**src/rtl/telem_frame_loader_if.sv**
```systemverilog
// Byte-stream input and frame write/status outputs of telem_frame_loader.
// master = byte source / write consumer side, slave = the loader itself.
interface telem_frame_loader_if;
    logic [7:0]  in_data;
    logic        in_valid;
    logic        in_ready;
    logic        wr_en;
    logic [7:0]  wr_addr;
    logic [7:0]  wr_data;
    logic [15:0] frame_cnt;
    logic [7:0]  err_cnt;
    logic        err_pulse;

    modport master (
        output in_data, in_valid,
        input  in_ready, wr_en, wr_addr, wr_data, frame_cnt, err_cnt, err_pulse
    );

    modport slave (
        input  in_data, in_valid,
        output in_ready, wr_en, wr_addr, wr_data, frame_cnt, err_cnt, err_pulse
    );
endinterface

```
**src/rtl/telem_frame_loader.sv**
```systemverilog
// Parses SYNC/ADDR/DATA/CHK byte frames into one-cycle coordinate-register writes.
// Define TELEM_CHECKSUM_EN to reject frames whose CHK != SYNC ^ ADDR ^ DATA.
module telem_frame_loader #(
    parameter int         NUM_TARGETS = 32,
    parameter logic [7:0] SYNC_BYTE   = 8'hA5,
    parameter int         TIMEOUT     = 16
) (
    input  logic                 clk,
    input  logic                 rst,
    telem_frame_loader_if.slave  bus
);

    localparam int            TW        = $clog2(TIMEOUT + 1);
    localparam logic [TW-1:0] TMO_LAST  = TW'(TIMEOUT - 1);
    localparam logic [8:0]    NUM_TGT_W = 9'(NUM_TARGETS);

    typedef enum logic [2:0] {
        S_HUNT,
        S_ADDR,
        S_DATA,
        S_CHK,
        S_COMMIT
    } state_e;

    state_e        state_q, state_d;
    logic [7:0]    addr_q, addr_d;
    logic [7:0]    data_q, data_d;
    logic [TW-1:0] tmo_q, tmo_d;
    logic          in_ready_q, in_ready_d;
    logic          wr_en_q, wr_en_d;
    logic [7:0]    wr_addr_q, wr_addr_d;
    logic [7:0]    wr_data_q, wr_data_d;
    logic [15:0]   frame_cnt_q, frame_cnt_d;
    logic [7:0]    err_cnt_q, err_cnt_d;
    logic          err_pulse_q, err_pulse_d;

    logic accept;
    logic in_frame;
    logic range_bad;
    logic chk_bad;
    logic bad_evt;

    assign accept    = bus.in_valid && in_ready_q;
    assign in_frame  = (state_q == S_ADDR) || (state_q == S_DATA) || (state_q == S_CHK);
    assign range_bad = {1'b0, addr_q} >= NUM_TGT_W;

`ifdef TELEM_CHECKSUM_EN
    assign chk_bad = bus.in_data != (SYNC_BYTE ^ addr_q ^ data_q);
`else
    assign chk_bad = 1'b0;
`endif

    always_comb begin
        // NOTE: every signal gets a default first so no path through this block infers a latch.
        state_d     = state_q;
        addr_d      = addr_q;
        data_d      = data_q;
        tmo_d       = '0;
        wr_en_d     = 1'b0;
        wr_addr_d   = wr_addr_q;
        wr_data_d   = wr_data_q;
        frame_cnt_d = frame_cnt_q;
        err_cnt_d   = err_cnt_q;
        err_pulse_d = 1'b0;
        bad_evt     = 1'b0;

        unique case (state_q)
            S_HUNT: begin
                if (accept && bus.in_data == SYNC_BYTE) state_d = S_ADDR;
            end
            S_ADDR: begin
                if (accept) begin
                    addr_d  = bus.in_data;
                    state_d = S_DATA;
                end
            end
            S_DATA: begin
                if (accept) begin
                    data_d  = bus.in_data;
                    state_d = S_CHK;
                end
            end
            S_CHK: begin
                if (accept) begin
                    if (range_bad || chk_bad) begin
                        bad_evt = 1'b1;
                        state_d = S_HUNT;
                    end else begin
                        wr_en_d     = 1'b1;
                        wr_addr_d   = addr_q;
                        wr_data_d   = data_q;
                        frame_cnt_d = frame_cnt_q + 16'd1;
                        state_d     = S_COMMIT;
                    end
                end
            end
            S_COMMIT: begin
                state_d = S_HUNT;
            end
            default: begin
                state_d = S_HUNT;
            end
        endcase

        // An accepted byte always clears the idle count, so it beats a timeout on the same edge.
        if (in_frame && !accept) begin
            if (tmo_q == TMO_LAST) begin
                bad_evt = 1'b1;
                state_d = S_HUNT;
            end else begin
                tmo_d = tmo_q + TW'(1);
            end
        end

        if (bad_evt) begin
            err_pulse_d = 1'b1;
            if (err_cnt_q != 8'hFF) err_cnt_d = err_cnt_q + 8'd1;
        end

        in_ready_d = (state_d != S_COMMIT);
    end

    always_ff @(posedge clk or posedge rst) begin
        if (rst) begin
            state_q     <= S_HUNT;
            addr_q      <= '0;
            data_q      <= '0;
            tmo_q       <= '0;
            in_ready_q  <= 1'b1;
            wr_en_q     <= 1'b0;
            wr_addr_q   <= '0;
            wr_data_q   <= '0;
            frame_cnt_q <= '0;
            err_cnt_q   <= '0;
            err_pulse_q <= 1'b0;
        end else begin
            // NOTE: non-blocking assignments so every flop samples pre-edge values.
            state_q     <= state_d;
            addr_q      <= addr_d;
            data_q      <= data_d;
            tmo_q       <= tmo_d;
            in_ready_q  <= in_ready_d;
            wr_en_q     <= wr_en_d;
            wr_addr_q   <= wr_addr_d;
            wr_data_q   <= wr_data_d;
            frame_cnt_q <= frame_cnt_d;
            err_cnt_q   <= err_cnt_d;
            err_pulse_q <= err_pulse_d;
        end
    end

    assign bus.in_ready  = in_ready_q;
    assign bus.wr_en     = wr_en_q;
    assign bus.wr_addr   = wr_addr_q;
    assign bus.wr_data   = wr_data_q;
    assign bus.frame_cnt = frame_cnt_q;
    assign bus.err_cnt   = err_cnt_q;
    assign bus.err_pulse = err_pulse_q;

endmodule

```
**src/flat_wrapper.sv**
```systemverilog
// flat-port wrapper written by rule: the top's interface ports become plain ports
module telem_frame_loader_flat 
#(
    parameter int         NUM_TARGETS = 32,
    parameter logic [7:0] SYNC_BYTE   = 8'hA5,
    parameter int         TIMEOUT     = 16
)
  (clk, rst, bus_in_data, bus_in_valid, bus_in_ready, bus_wr_en, bus_wr_addr, bus_wr_data, bus_frame_cnt, bus_err_cnt, bus_err_pulse);
  telem_frame_loader_if bus_i ();
  input  logic clk;
  input  logic rst;
  input wire logic [$bits(bus_i.in_data)-1:0] bus_in_data;
  input wire logic [$bits(bus_i.in_valid)-1:0] bus_in_valid;
  output wire logic [$bits(bus_i.in_ready)-1:0] bus_in_ready;
  output wire logic [$bits(bus_i.wr_en)-1:0] bus_wr_en;
  output wire logic [$bits(bus_i.wr_addr)-1:0] bus_wr_addr;
  output wire logic [$bits(bus_i.wr_data)-1:0] bus_wr_data;
  output wire logic [$bits(bus_i.frame_cnt)-1:0] bus_frame_cnt;
  output wire logic [$bits(bus_i.err_cnt)-1:0] bus_err_cnt;
  output wire logic [$bits(bus_i.err_pulse)-1:0] bus_err_pulse;
  assign bus_i.in_data = bus_in_data;
  assign bus_i.in_valid = bus_in_valid;
  assign bus_in_ready = bus_i.in_ready;
  assign bus_wr_en = bus_i.wr_en;
  assign bus_wr_addr = bus_i.wr_addr;
  assign bus_wr_data = bus_i.wr_data;
  assign bus_frame_cnt = bus_i.frame_cnt;
  assign bus_err_cnt = bus_i.err_cnt;
  assign bus_err_pulse = bus_i.err_pulse;
  telem_frame_loader #(.NUM_TARGETS(NUM_TARGETS), .SYNC_BYTE(SYNC_BYTE), .TIMEOUT(TIMEOUT)) u_core (.clk(clk), .rst(rst), .bus(bus_i));
endmodule
```
**config.mk**
```make
export PLATFORM = sky130hd
export DESIGN_NAME = telem_frame_loader_flat
export DESIGN_NICKNAME = d
export VERILOG_FILES = /design/src/rtl/telem_frame_loader_if.sv /design/src/rtl/telem_frame_loader.sv /design/src/flat_wrapper.sv
export SDC_FILE = /design/constraint.sdc
export NUM_CORES = 1
export LEC_CHECK = 0
export ABC_CLOCK_PERIOD_IN_PS = 2900
export CAP_MARGIN = 10
export CORE_ASPECT_RATIO = 1.4
export CORE_UTILIZATION = 28
export CTS_BUF_LIST = sky130_fd_sc_hd__clkbuf_4 sky130_fd_sc_hd__clkbuf_8
export DETAILED_ROUTE_END_ITERATION = 16
export SYNTH_ARGS = -nofsm -noshare
export SYNTH_HDL_FRONTEND = slang
export SYNTH_SLANG_ARGS = --single-unit
export TNS_END_PERCENT = 5
```
**constraint.sdc**
```tcl
create_clock -name clk -period 2.9 [get_ports clk]
set_clock_uncertainty 0.15 [all_clocks]
set_input_delay 0.58 -clock clk [delete_from_list [all_inputs] [get_ports clk]]
set_output_delay 0.58 -clock clk [all_outputs]
set_load 0.05 [all_outputs]
```
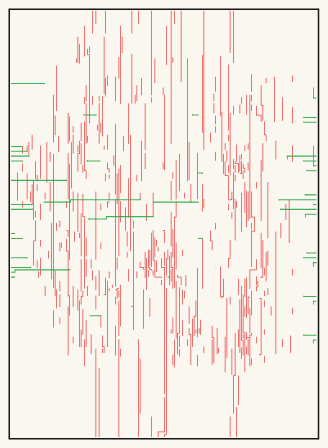
**Above:** wiring by layer.
Two of the layers only.
Key: M3 = green [wire length 219 um]; M2 = red [wire length 2810 um]
wire per inst: 12.7 um
All-Layer GR Usage: 0.120
final wirelength: 5.53 mm
Vias: 1917

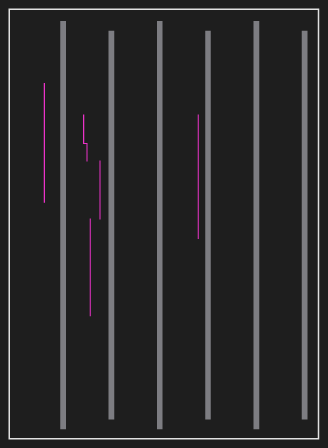
**Above:** the metal 4 layer.
Supply wires on this layer in grey.
The wires run mostly vertical. 2 nets have wire on it. The longest straight run is 34.7 um. The layer holds 2.3% of the routed length. The layer carries 125 um of wire.

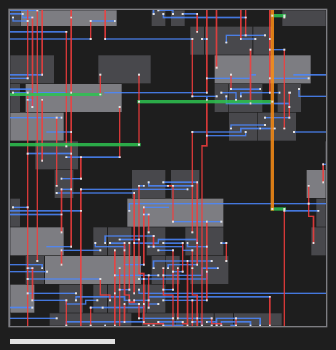
**Above:** a small window of the routed layout.
Bar = 10 um. Region (28, 45) to (58, 75) um. Cells in grey, sequential cells in the stronger grey; small squares are vias.
Key: M1 = blue; M3 = green; M2 = red; M4 = orange
Netlist names of flops here include u_core.addr_q (3), u_core.state_q (2). 37 logic cells have their middle in the window. Sequential cells in the window: 7. Most frequent: dfrtp_1 (7), nand2_1 (6), nor3_1 (3).

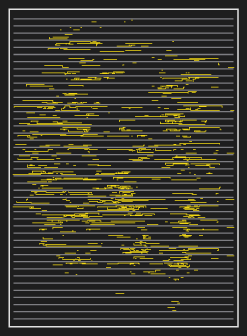
**Above:** metal 1.
Supply wires on this layer in grey.
The layer holds 43% of the routed length. The layer carries 2380 um of wire. 258 nets have wire on it. The longest straight run is 24.4 um.

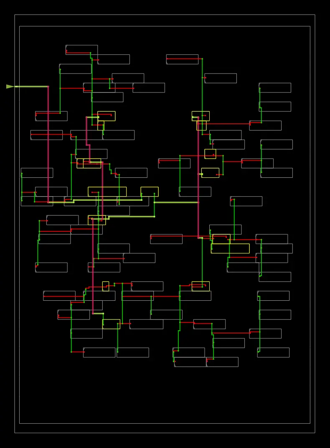
**Above:** clock nets.
Sink Count: 67
TritonCTS buffer count: 9
count of clock buffers in the final design: 9

==> summary.txt <==
Reg-to-Reg Start - u_core.tmo_q[0]$_DFF_PP0_
cts repair resizes - 0
1st-iter DRT viols - 70
gpl congestion - 0.729
clock-cell share of area - 0.0582
Seq/total area - 0.454
diode count - 0
Gate Area - 1060 um^2
Worst Tran Pin Value - 596 ps
crit path from - u_core.bus.in_ready$_DFF_PP1_
min Tclk post-route - 2450 ps
Largest register FFs - 16
TritonCTS clock tree - yes
Pwr per Cell Area - 799 nW/um^2
CTS root buf - clkbuf_8
worst r2r dst - u_core.bus.err_cnt[5]$_DFFE_PP0P_
Met1 Wirelength - 2.38 mm
Tapcells - 132
Leak - 1.68 nW
heaviest power group - registers
Post-Layout Cell Count - 436
num sequential - 67
Non-Clock Buffer Count - 57
crit start category - flip-flop
Pre-Place Util - 0.293
FF-to-FF setup slack - 970 ps
Synth area leader - dfrtp_1
Sw Share - 0.335
Non-CTS inverters - 5
worst-case reg-to-reg path depth - 6
final setup fails - 0
fin area - 3700 um^2
Final non-clock buffer share - 0.152
GR Layer Usage met2 - 0.204
Design Power - 0.00296 W
yosys cell count - 238
CP Capture Type - primary output
clock slew seen by the registers of the worst setup and hold paths - 70 ps
Adder-Cell Fraction of Synth Area - 0.0134
Tcrit/Tclk final - 0.846
I/O pins - 54
max incr delay on CP - 810 ps
vias in the first global route - 1937
clock share of power - 0.285
initial antenna violation count - 0
WL met2 - 2.81 mm
WP data required - 2170 ps
DR WL met3 - 219 um
dominant kind of combinational cell - simple AND/OR/NAND/NOR gates
fillers - 972
Yosys Warn Count - 0
Max VDD drop - 0.379 mV
setup ws final - 446 ps
most frequent cells in the layout - 66 x dfrtp_1, 57 x nand2_1, 53 x clkdlybuf4s50_1
Synth Cell Area - 2800 um^2
core area - 9560 um^2
full die area - 10400 um^2
Max-area cell class - registers
Sequential Power - 0.00130 W
slew margin rel. - 0.600
met3 usage - 0.0259
largest net degree at the start of global routing - 37
yosys aoi share - 0.0134
routed vias/inst - 4.40
clock-net power - 0.000842 W
# rows - 42
depth of the CTS H-tree - 3
outcome - complete, no violations
syn nets - 252
synth top area cells - dfrtp_1 59%, nand2_1 7.6%, mux2_2 6.8%
critical path's slowest cell - clkdlybuf4s50_1
CP Depth - 1
Max clock buf depth - 2
DIE HEIGHT - 120 um
FF+latch area - 1680 um^2
Die X-Extent - 86.5 um
clk_lat worst skew - 340 ps
CP Buf/Inv Count - 1
Congestion Overflow GR - 0
Seq pwr share - 0.439
Pre-antenna DRT Iters - 4
WP data arrival - 1720 ps
layer with the highest usage - met2
Max Cap Violations - 0
postcts setup bufs - 0
first-pass GRT wire length - 9.37 mm
Worst Hold Class - in -> async
PortBufs - 53
Logic pwr share - 0.276
Log Warnings - 26
Crit Path Class - reg -> out
Synth top area share - 0.590
fin util - 0.387
share of cells above drive strength 1 - 0.178
Cell Type Count - 35
residual DRC count - 0
Commonest Layout Cell - dfrtp_1
XOR Share, Synth - 0.0778
Final #Nets - 313
P_int - 0.00196 W
met1 Resource Use GR - 0.140
antenna-violating nets left - 0
sequential share of the synthesized area - 0.599
Registers, synthesis - 67
Worst Path Max Fanout - 5
final hold slack - 253 ps
RSZ-0062 raised after global routing - no
total net switching power - 0.000991 W
Max Clk Rate - 408 MHz
## cells in the mapped netlist
cell type and count:
nor4_1 1, a21oi_1 3, clkbuf_1 2, buf_6 1, nand4_1 3, buf_4 1, nand4_4 1, ha_1 3
nand4b_1 2, nor2_2 2, o21ai_2 1, and3_1 6, and4b_1 2, nand2_1 57, xor2_1 6, xnor2_1 17
a31oi_1 1, dfstp_2 1, a21boi_0 1, nor4b_1 1, xnor2_2 1, dfrtp_1 66, nor4_4 1, nor2_1 8
nor3_1 6, nor3_2 1, inv_1 4, nand3_1 7, nand3_2 5, nor4_2 1, or2_2 1, inv_2 1
mux2_2 17, buf_2 3, and2_1 4
Power is estimated from default activity; no workload was simulated.
